## src/rtl/ram_arbiter.sv

```systemverilog
// Arbitrates the single-port unified RAM between instruction fetch and data access.
// Data has priority; a streak limit bounds fetch starvation and a watchdog traps a stalled RAM.
module ram_arbiter #(
  parameter int WORD_W      = 32,
  parameter int MAX_DSTREAK = 4,
  parameter int TIMEOUT     = 64
) (
  input  logic              CLK,
  input  logic              RST,
  input  logic              iREN,
  input  logic [WORD_W-1:0] iaddr,
  output logic              iwait,
  output logic [WORD_W-1:0] iload,
  input  logic              dREN,
  input  logic              dWEN,
  input  logic [WORD_W-1:0] daddr,
  input  logic [WORD_W-1:0] dstore,
  output logic              dwait,
  output logic [WORD_W-1:0] dload,
  input  logic              halt,
  output logic              ramREN,
  output logic              ramWEN,
  output logic [WORD_W-1:0] ramaddr,
  output logic [WORD_W-1:0] ramstore,
  input  logic [WORD_W-1:0] ramload,
  input  logic              ram_ready,
  output logic              halted,
  output logic              err
);

  localparam int SW = $clog2(MAX_DSTREAK + 1);
  localparam int WW = (TIMEOUT > 2) ? $clog2(TIMEOUT) : 1;
  localparam logic [SW-1:0] SMAX = SW'(MAX_DSTREAK);
  localparam logic [WW-1:0] WLIM = WW'(TIMEOUT - 1);

  typedef enum logic [2:0] {
    S_IDLE,
    S_IACC,
    S_DACC,
    S_HALTED,
    S_ERROR
  } state_t;

  state_t            state_q;
  logic [WORD_W-1:0] addr_q, store_q, iload_q, dload_q;
  logic              ren_q, wen_q;
  logic [SW-1:0]     streak_q, streak_d;
  logic [WW-1:0]     wdog_q;
  logic              data_req, force_i, wd_expire, idone, ddone;

  always_comb begin
    data_req  = dREN | dWEN;
    force_i   = iREN && (streak_q == SMAX);
    streak_d  = (streak_q == SMAX) ? streak_q : streak_q + 1'b1;
    wd_expire = (TIMEOUT != 0) && (wdog_q == WLIM) && !ram_ready;
    idone     = (state_q == S_IACC) && ram_ready;
    ddone     = (state_q == S_DACC) && ram_ready;
  end

  always_ff @(posedge CLK or posedge RST) begin
    if (RST) begin
      state_q  <= S_IDLE;
      addr_q   <= '0;
      store_q  <= '0;
      iload_q  <= '0;
      dload_q  <= '0;
      ren_q    <= 1'b0;
      wen_q    <= 1'b0;
      streak_q <= '0;
      wdog_q   <= '0;
    end else begin
      case (state_q)
        S_IDLE: begin
          if (!iREN) streak_q <= '0;
          if (data_req && !force_i) begin
            state_q  <= S_DACC;
            addr_q   <= daddr;
            store_q  <= dstore;
            wen_q    <= dWEN;
            ren_q    <= !dWEN;
            wdog_q   <= '0;
            streak_q <= iREN ? streak_d : '0;
          end else if (data_req || (!halt && iREN)) begin
            // A data request reaching here was pre-empted by the streak limit, so iREN is high.
            state_q  <= S_IACC;
            addr_q   <= iaddr;
            ren_q    <= 1'b1;
            wen_q    <= 1'b0;
            wdog_q   <= '0;
            streak_q <= '0;
          end else if (halt) begin
            state_q <= S_HALTED;
          end
        end
        S_IACC, S_DACC: begin
          if (ram_ready) begin
            state_q <= S_IDLE;
            ren_q   <= 1'b0;
            wen_q   <= 1'b0;
            if (state_q == S_IACC) iload_q <= ramload;
            else                   dload_q <= ramload;
          end else if (wd_expire) begin
            state_q <= S_ERROR;
            ren_q   <= 1'b0;
            wen_q   <= 1'b0;
          end else begin
            wdog_q <= wdog_q + 1'b1;
          end
        end
        default: state_q <= state_q;
      endcase
    end
  end

  assign ramREN   = ren_q;
  assign ramWEN   = wen_q;
  assign ramaddr  = addr_q;
  assign ramstore = store_q;
  assign iwait    = !idone;
  assign dwait    = !ddone;
  assign iload    = idone ? ramload : iload_q;
  assign dload    = ddone ? ramload : dload_q;
  assign halted   = (state_q == S_HALTED);
  assign err      = (state_q == S_ERROR);

endmodule

```

## config.mk

```make
export PLATFORM = sky130hd
export DESIGN_NAME = ram_arbiter
export DESIGN_NICKNAME = d
export VERILOG_FILES = /design/src/rtl/ram_arbiter.sv
export SDC_FILE = /design/constraint.sdc
export NUM_CORES = 1
export LEC_CHECK = 0
export CORE_UTILIZATION = 39
export DETAILED_ROUTE_END_ITERATION = 8
export PLACE_DENSITY_LB_ADDON = 0.25
export SKIP_CTS_REPAIR_TIMING = 1
export SYNTH_ARGS = -nofsm -noshare
export SYNTH_HDL_FRONTEND = slang
export SYNTH_SLANG_ARGS = --single-unit
```

## constraint.sdc

```tcl
create_clock -name CLK -period 4.3 [get_ports CLK]
set_clock_uncertainty 0.1 [all_clocks]
set_input_delay 0.43 -clock CLK [delete_from_list [all_inputs] [get_ports CLK]]
set_output_delay 0.43 -clock CLK [all_outputs]
set_load 0.005 [all_outputs]
```

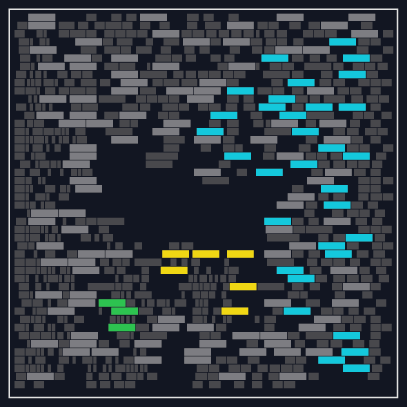
(sequential cells colored by netlist name)
Drawn at 3 px/um.
color	netlist name	placed flops
cyan	`dload_q`	32
green	`streak_q`	3
yellow	`wdog_q`	6
register area: 3550 um^2
fraction of the core area covered by cells at the end of the flow: 0.616
sequential share of cell area: 0.365
sequential-cell power consumption: 2330 uW

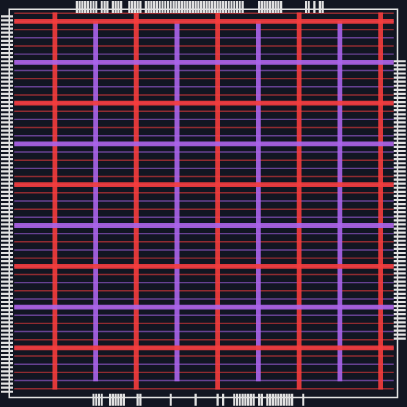
(PDN straps and rails)
Drawn at 3 px/um. Pins as bars on the die edge.
color	net
red	VSS
purple	VDD
met1 rails	47
signal pins	269
met5 straps	9
met4 straps	9
rows	46
vertical die dimension: 129 um
die outline width: 129 um

==> run notes <==
Purpose: to document the outcome of synthesis and place and route.

Run status
The flow ran to the end, and the final reports show no timing, DRC or antenna violations.

Pwr
The switching share of power is 0.288. Total power normalized to cell area comes to 726 nW/um^2. For this design the total switching power over the nets is 2030 uW. The analysis reports a worst IR drop on VDD of around 0.00028 V. The combinational share of power is 0.465.

The overall power is 7070 uW. The relative contribution of sequential cells to total power is 0.330.

Global routing
The initial antenna violation count is 0. The layer with the highest usage is met2. In the global route stage, met2 resource usage came out at 0.311. The number of global-route vias before repair was about 4800. The global-route wire length before repair is 24.7 mm.

The pin count of the biggest net entering global routing is 93. The met3 layer usage reported by global route is 0.0694. The leftover overflow at the end of global routing is 0.

Yosys
For this run, the register share of the synthesized area comes to 0.565. The number of synthesized register bits is 142. The tally of unique sky130hd cells used after synthesis is 44. The complex-gate fraction of the synthesized area is 0.0547. The predominant post-synthesis flop cell is dfrtp_1. The post-synthesis chip area from yosys is 6280 um^2.

The top cell type by total area after synthesis is dfrtp_1. The number of cells reported by Yosys stat comes to 504. The commonest cells after synthesis are dfrtp_1, mux2_2, nand2_1. Yosys mapped a number of flops with a built-in enable equal to 0. The mapped netlist covers 6280 um^2. In the post-synthesis netlist, the cell with the most instances is dfrtp_1. Of the total synthesized cell area, the portion taken by AND, OR, NAND and NOR gates is 0.0964. The area fraction in mux cells is 0.245. For reference, the post-synthesis area per instance comes to between 10 and 15 um^2. The top cell type's share of synthesized area is 0.565. Of the total synthesized cell area, the portion taken by full adders, half adders and majority gates is 0.00597. The number of nets produced by synthesis is between 600 and 700. Of the total synthesized cell area, the portion taken by XOR and XNOR cells is 0.00139. The count of yosys warnings during synthesis is 0.

Placement
STA on the placed design reports a worst setup slack of 1.09 ns. After its last routability iteration, the placer logged a weighted congestion of approximately 0.74. The number of buffers inserted by port buffering is approximately 270.

Routing
In the post-route report, total wirelength is listed as 15.6 mm. For this sky-water flow run, the detailed-routed wirelength per cell is reported as 15.7 um. The via count of the routed design is roughly 4800. The pre-antenna-repair detailed-routing pass consisted of 6 iterations.

For this block, the initial DRC count from the detailed router was approximately 190.

Final layout
0 antenna diodes ended up in the layout. The finished design was reported to have a net count of ~910.

Clock tree
The sink count of the clock tree is 142. The clock root buffer is clkbuf_16. The clock network latency to the later pin of the worst-skew pair is ~0.42 ns. TritonCTS built the clock tree.

The number of CTS-inserted buffers is 17. The H-tree was split into 4 levels. The maximum root-to-sink buffer count is 2. Per the post-CTS timing run, clock transition at the registers of the reported paths is 0.06 ns.

Worst setup path
The type of the worst setup path is reg2out. The number of buffer and inverter stages on the critical path is 2. The worst path arrival time is 2.76 ns.

The kind of cell adding the most delay to the critical path is simple AND/OR/NAND/NOR gates. For the worst setup path, the data required time is between 3 and 4 ns. The maximum fanout count along the critical path is 37. Listed in order, past its start point the critical path passes nor2_1, and3_2, buf_12, mux2_2, clkdlybuf4s50_1. The critical path's slowest stage uses the library cell and3_2.

The delay of the slowest critical-path stage is 0.53 ns. The worst setup path is captured at a primary output.

Run
The number of maximum-capacitance violations is 0. The count of tool warnings is 27.

Floorplan
The number of standard-cell rows in the floorplan is 46. In this run the standard cell core region covers 15800 um^2. In this run the full chip footprint comes out at about 17000 um^2.

The initial utilization of the core area, before any placement, comes to 0.397.

Hold path
The path category of the worst min-delay check is in2async.

Final timing
Adding up every negative setup slack in the final design gives 0 ns. For this run, the final setup violation count is recorded as 0. In this build the clock could be raised as far as 0.304 GHz. Checking max transition, the worst relative margin is 0.331. The final worst slack is 1.01 ns.
## final cells by class
class	instances	area [um^2]	area share
Clock buffer	24	502	0.0515
Timing Repair Buffer	277	2780	0.285
Tap cell	216	270	0.0277
Inverter	5	22.5	0.00231
Sequential cell	142	3550	0.365
Clock inverter	6	82.6	0.00847
Multi-Input combinational cell	325	2540	0.261
## sequential cells by signal, summed over array words and instances (netlist names)
| name | cells |
|---|---|
| dload_q | 32 |
| ramREN | 1 |
| state_q | 3 |
| ramstore | 32 |
| wdog_q | 6 |
| ramaddr | 32 |
| streak_q | 3 |
| iload_q | 32 |
| ramWEN | 1 |
## final timing paths
path,slack [ns],endpoint,depth (start not counted),start
max,1.01,dload[14],5,state_q[2]
min,0.19,ramstore[25],2,RST
max reg2reg,1.53,ramstore[0],7,streak_q[0]
min reg2reg,0.39,ramstore[2],1,ramstore[2]
max in group asynchronous,3.14,ramaddr[15],3,RST
min in group CLK,0.39,ramstore[2],1,ramstore[2]
## logic make-up (layout without fill, tap and decap cells)
logic type | after synthesis | count (layout)
and+or+nand+nor | 142 | 142
buffers and inverters | 37 | 312
adders and majority gates | 3 | 3
xor gates and xnor gates | 1 | 1
DFF | 142 | 142
AOI/OAI and AO/OA | 49 | 49
muxes | 130 | 130
## per-stage QoR
step,instance area (um^2),std cells,hold WS [ns]
after floorplan,6290,504,0.361
after global placement,9160,965,0.376
after detailed placement,9160,965,0.380
after CTS,9750,995,0.176
after global routing,9750,995,0.182
final,9750,995,0.188
## worst register-to-register path: stages, from the launching register on
cell	delay (ns)
dfrtp_1	0.39
inv_1	0.06
ha_1	0.20
nand3_1	0.16
nor2b_2	0.17
buf_4	0.34
nand2_2	0.65
mux2_1	0.57
## per-layer routing
metal  share of wire  vias to the layer above
met5               0                        -
met1            0.42                     2287
met4           0.019                        0
li1                -                     2293
met2            0.48                      206
met3           0.080                       25
## power by group through the flow
stage / combinational (uW) / clock [uW] / sequential (uW)
after floorplan: 1570 / 0 / 2290
after global placement: 3250 / 0 / 2320
after detailed placement: 3320 / 0 / 2350
after CTS: 3340 / 1490 / 2340
after global routing: 3570 / 1550 / 2430
final: 3290 / 1450 / 2330
## layout by cell type, fill, tap and decap left out, drive strengths merged, types with 4 or more instances in the layout
master | netlist | routed
dfrtp | 142 | 142
inv | 5 | 4
buf | 25 | 9
clkbuf | 7 | 24
clkdlybuf4s50 | 0 | 268
nand2 | 73 | 73
mux2 | 129 | 129
nand3 | 4 | 4
a31oi | 33 | 33
nor2 | 44 | 44
Power and IR drop assume default switching activity.
